### Routed metal, one colour a layer, run 1

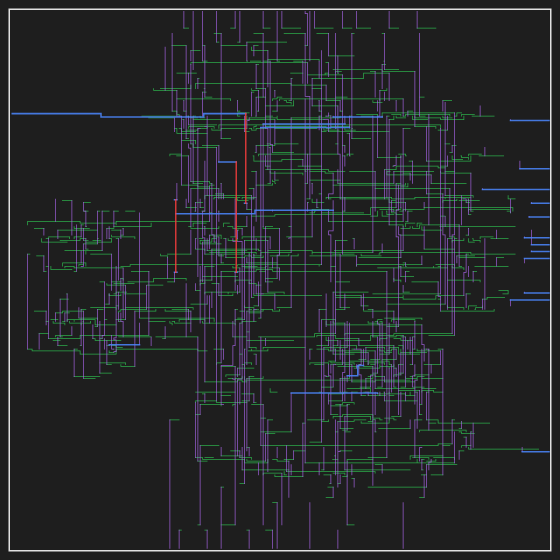
### Wiring heat map, run 1

21 x 21 tiles, from black (low) to pale yellow (high), scaled to the fullest tile. Values are wire area over tile area, all layers added.
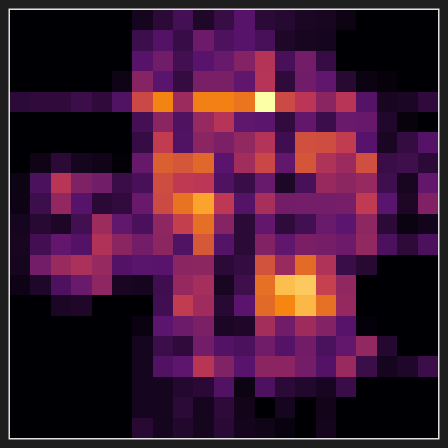
### Cells coloured by class, run 1

The bar under the picture is 20 µm long. Fill, decap, tap and diode cells in grey.
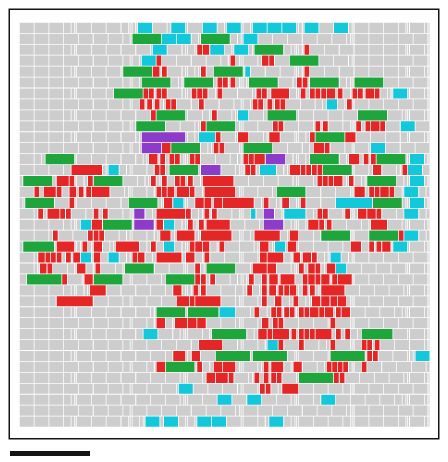
### The metal 1 layer, run 1

Supply wires on this layer in grey.
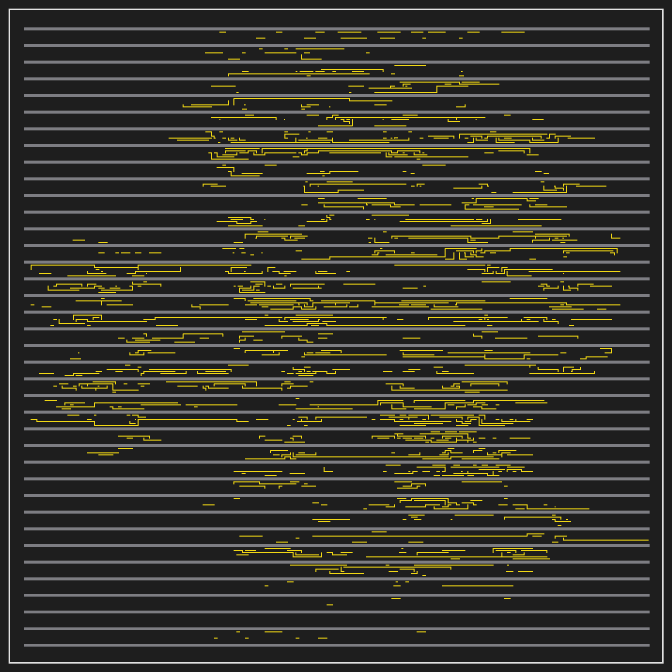
==> config.mk <==
export PLATFORM = sky130hd
export DESIGN_NAME = ssd_capture_flat
export DESIGN_NICKNAME = d
export VERILOG_FILES = /design/src/rtl/ssd_capture_if.sv /design/src/rtl/ssd_capture.sv /design/src/flat_wrapper.sv
export SDC_FILE = /design/constraint.sdc
export NUM_CORES = 1
export LEC_CHECK = 0
export ABC_AREA = 1
export CELL_PAD_IN_SITES_DETAIL_PLACEMENT = 0
export CELL_PAD_IN_SITES_GLOBAL_PLACEMENT = 1
export CORE_MARGIN = 2
export CORE_UTILIZATION = 25
export DETAILED_ROUTE_END_ITERATION = 8
export GPL_TIMING_DRIVEN = 0
export PLACE_DENSITY = 0.66
export SYNTH_ARGS = -nofsm -noshare
export SYNTH_HDL_FRONTEND = slang
export SYNTH_SLANG_ARGS = --single-unit
export TNS_END_PERCENT = 5
==> constraint.sdc <==
create_clock -name clk -period 1.9 [get_ports clk]
set_clock_uncertainty 0.1 [all_clocks]
set_input_delay 0.19 -clock clk [delete_from_list [all_inputs] [get_ports clk]]
set_output_delay 0.19 -clock clk [all_outputs]
set_load 0.01 [all_outputs]
==> out/metrics.csv, run 1 <==
stage;metric;value;unit
run_status;status;completed;
detailed_routing;sum of routed wire segments on met1;2930;µm
sta;Worst-Margin Slew;535;ps
floorplan;# Taps;136;
yosys;Cell Area, Synth;2620;µm²
pwr;seq pwr;1.08;mW
sta;RSZ-0062 raised after global routing;true;
pwr;Pwr top;registers;
worst_setup_path;critical path startpoint category;register;
detailed_routing;met2 WL;3180;µm
pwr;Comb pwr share;9.6;%
cts;total clock sinks;50;
cts;number of CTS-inserted buffers;5;
hold_path;Hold WC Path Type;input pin to register;
pwr;total clock network power;776;µW
worst_setup_path;Cell Chain, Critical Path;ha_4, nand2_4, nor3_4, nand3_4, nor2_8, nand4_4, buf_6, o21bai_1, nor2_1;
worst_setup_path;reg2reg path depth;9;
yosys;AO/OA Area Share;6.39;%
detailed_routing;Antenna Nets Post-Route;0;
finish;Multi-In Gates;244;
grt;grt met3 use;2.15;%
floorplan;Core ar.;10300;µm²
grt;first-pass GRT wire length;10300;µm
finish;Seq. cell area;1030;µm²
floorplan;Ports;39;
cts;Worst-path clk slew;110;ps
yosys;Yosys top cell by instances;nand2_1;
placed_design;dpl cells;547;
cts;clk latency late pin;300;ps
finish;Clock buf/inv share;3.16;%
pwr;Pwr Total;2.05;mW
sta;WHS;342;ps
detailed_routing;DR top layer;met4;
finish;post-route insts no fill;569;
worst_setup_path;Worst setup EP type;register;
detailed_routing;drt initial violations;84;
pwr;Reg power frac;52.5;%
finish;n_diodes;0;
finish;area added between synthesis and finish;37.4;%
detailed_routing;total iterations of the first detailed-routing run;4;
floorplan;Die Area;11300;µm²
finish;combinational share of cell area;40.5;%
cts;Resized cells post-CTS;7;
pwr;internal power;1.53;mW
yosys;Yosys cell types;34;
cts;clk buf depth;2;
finish;fin nets;447;
Notes on 'Routed metal, one colour a layer' above:
[blue] M3 | wire length: 223 µm
[red] M4 | wire length: 53.7 µm
[purple] M2 | wire length: 3180 µm
[green] M1 | wire length: 2930 µm
Total Wirelength: 6380 µm
vias: 2321
Avg WL per Cell: 11.2 µm
GRT Total Usage: 11.3%

Notes on 'Wiring heat map' above:
densest ninth of the die: middle
mean over tiles: 0.087
emptiest ninth of the die: bottom left
fullest tile: 0.46
nearly empty tiles: 30%

Notes on 'Cells coloured by class' above:
[purple] clock drivers and dummy loads | cells: 8 | share of their area: 3.3%
[red] remaining logic cells | cells: 317 | share of their area: 51%
[cyan] remaining buffers and delay cells | cells: 58 | share of their area: 16%
[green] registers | cells: 50 | share of their area: 30%
Final Cell Area: 3610 µm²
fin util: 35.1%
Row Count: 37

Notes on 'The metal 1 layer' above:
main direction: horizontal
share of all routed wire: 46%
longest straight run: 43.7 µm
GR Util met1: 14.0%

run 1: critical path, delay by kind of cell (launching register included):
kind	cells	cell delay, ps
AND-OR/OR-AND	1	120
adder cells (fa/ha/maj)	1	160
buffers and inverters	1	180
AND/OR/NAND/NOR	6	870
flip-flops	1	380
run 1: placed cells by master (no fill, tap or decap), types with 4 or more instances in the layout:
cell type	Yosys	layout
nand2_1	83	78
inv_1	66	64
nor2_1	64	52
dfxtp_1	50	41
clkdlybuf4s50_1	0	38
nor2_2	4	13
buf_4	1	13
a21oi_1	10	10
nand2_2	8	10
o21bai_1	10	10
or2_2	9	9
inv_2	7	8
nand4_1	7	7
nand3_1	10	7
nor3_1	6	6
dfxtp_4	0	6
xnor2_1	6	5
clkbuf_8	0	5
xor2_1	4	4
nand4_4	2	4
### Cell placement, run 1

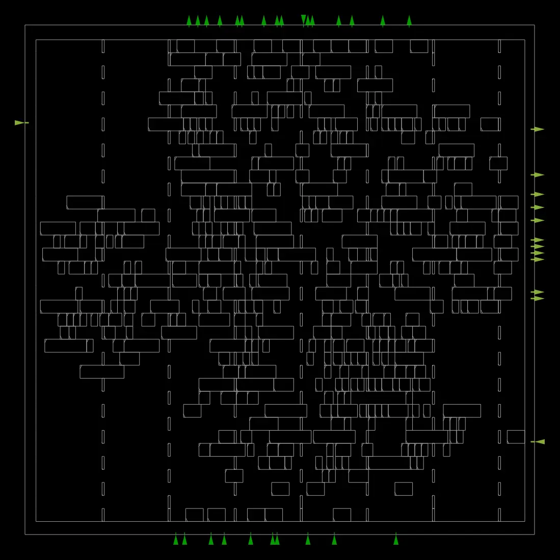

## Run 2: what changed since run 1
==> constraint.sdc (replaced) <==
create_clock -name clk -period 1.9 [get_ports clk]
set_clock_uncertainty 0.1 [all_clocks]
set_input_delay 0.38 -clock clk [delete_from_list [all_inputs] [get_ports clk]]
set_output_delay 0.38 -clock clk [all_outputs]
set_load 0.01 [all_outputs]
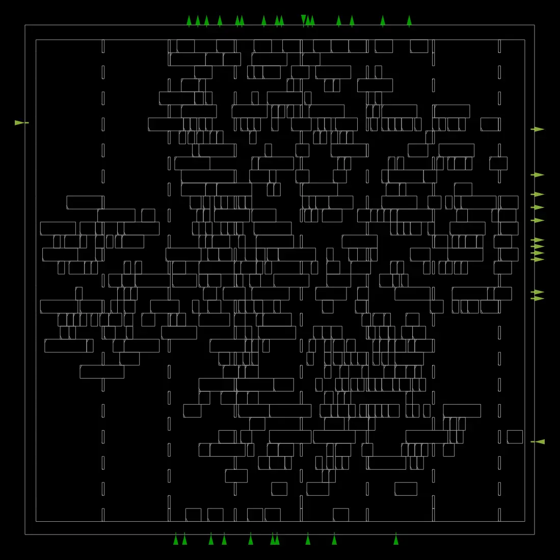
*Cell placement, run 2*
post-route insts no fill: 570
Core ar.: 10300 µm²
fin util: 34.8%
flop share of the area: 28.7%
fill count: 1112

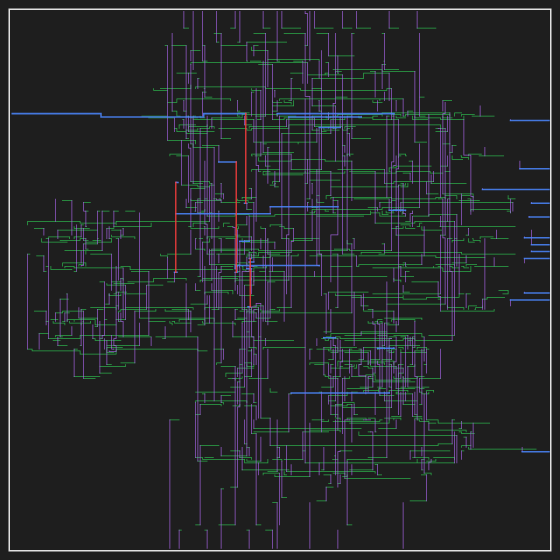
*Routed metal, one colour a layer, run 2*
[blue] M3 | wire length: 243 µm
[red] M4 | wire length: 66.6 µm
[purple] M2 | wire length: 3190 µm
[green] M1 | wire length: 2890 µm
vias: 2359
GRT Total Usage: 11.5%
Total Wirelength: 6390 µm
Avg WL per Cell: 11.2 µm

==> run 2 against run 1 <==
  * Utilization is 0.27 points lower
  * Die size stayed put
  * Sequential power hardly changed
  * Synthesized cell count stayed put
  * Area after synthesis stayed put
  * Via count is 1.6% higher
  * Worst setup slack worse by 7.9 ps
  * First-iteration DRC count is 6.0% higher
  * Cell count is 0.18% higher
  * Highest routed layer unchanged
==> out/metrics.csv, run 2 <==
stage;metric;value;unit;change
worst_setup_path;Worst setup EP type;register;;
detailed_routing;sum of routed wire segments on met1;2890;µm;-1.3%
grt;GR Util met1;14.2;%;+0.23 points
pwr;Reg power frac;52.5;%;about the same
worst_setup_path;Cell Chain, Critical Path;ha_4, nand2_4, nor3_4, nand3_4, nor2_8, nand4_4, buf_6, o21bai_1, nor2_1;;
floorplan;Row Count;37;;unchanged
run_status;status;completed;;
finish;n_diodes;0;;unchanged
finish;most numerous logic cells after layout;78 x nand2_1, 63 x inv_1, 54 x nor2_1;;
sta;WHS;194;ps;-148 ps
pwr;Comb pwr share;9.6;%;about the same
detailed_routing;met2 WL;3190;µm;+0.28%
yosys;Yosys top cell by instances;nand2_1;;
finish;area added between synthesis and finish;36.4;%;
placed_design;dpl cells;547;;unchanged
finish;Final Cell Area;3580;µm²;-0.76%
worst_setup_path;CP delay by family, top;simple AND/OR/NAND/NOR gates;;
worst_setup_path;reg2reg path depth;9;;unchanged
cts;Worst-path clk slew;110;ps;about the same
pwr;total clock network power;779;µW;about the same
pwr;Pwr Total;2.05;mW;about the same
sta;Worst-Margin Slew;534;ps;-1.02 ps
finish;fin nets;448;;+0.22%
pwr;seq pwr;1.08;mW;about the same
yosys;Cell Area, Synth;2620;µm²;unchanged
detailed_routing;drt initial violations;89;;+6.0%
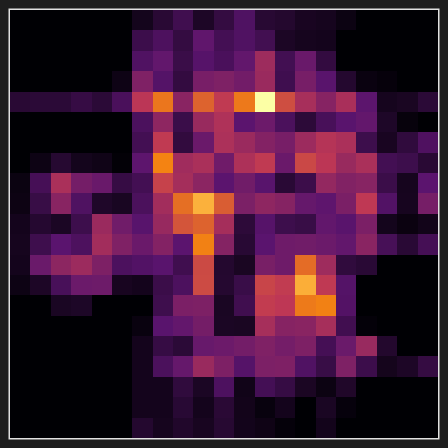
*Wiring heat map, run 2*
21 x 21 tiles, from black (low) to pale yellow (high), scaled to the fullest tile. Values are wire area over tile area, all layers added.
mean over tiles: 0.087
nearly empty tiles: 30%
emptiest ninth of the die: bottom left
tiles over half the peak: 6.3%
fullest tile: 0.49

-- run 2: layout make-up --
| type | instances | area (µm²) |
|---|---|---|
| Buffer | 7 | 60.1 |
| Clock buffer | 5 | 68.8 |
| Clock inverter | 3 | 45.0 |
| Fill cell | 1112 | 6700 |
| Inverter | 73 | 274 |
| Multi-Input combinational cell | 244 | 1430 |
| Sequential cell | 50 | 1030 |
| Tap cell | 136 | 170 |
| Timing Repair Buffer | 52 | 508 |
-- run 2: timing repair --
action                     CTS  global route
setup endpoints to repair   29            39
gates resized               19            44
gates cloned                 3             1
pin swaps                    9            20
setup buffers                3             8
Power figures rest on the tool's default switching activity, not on a simulated workload.
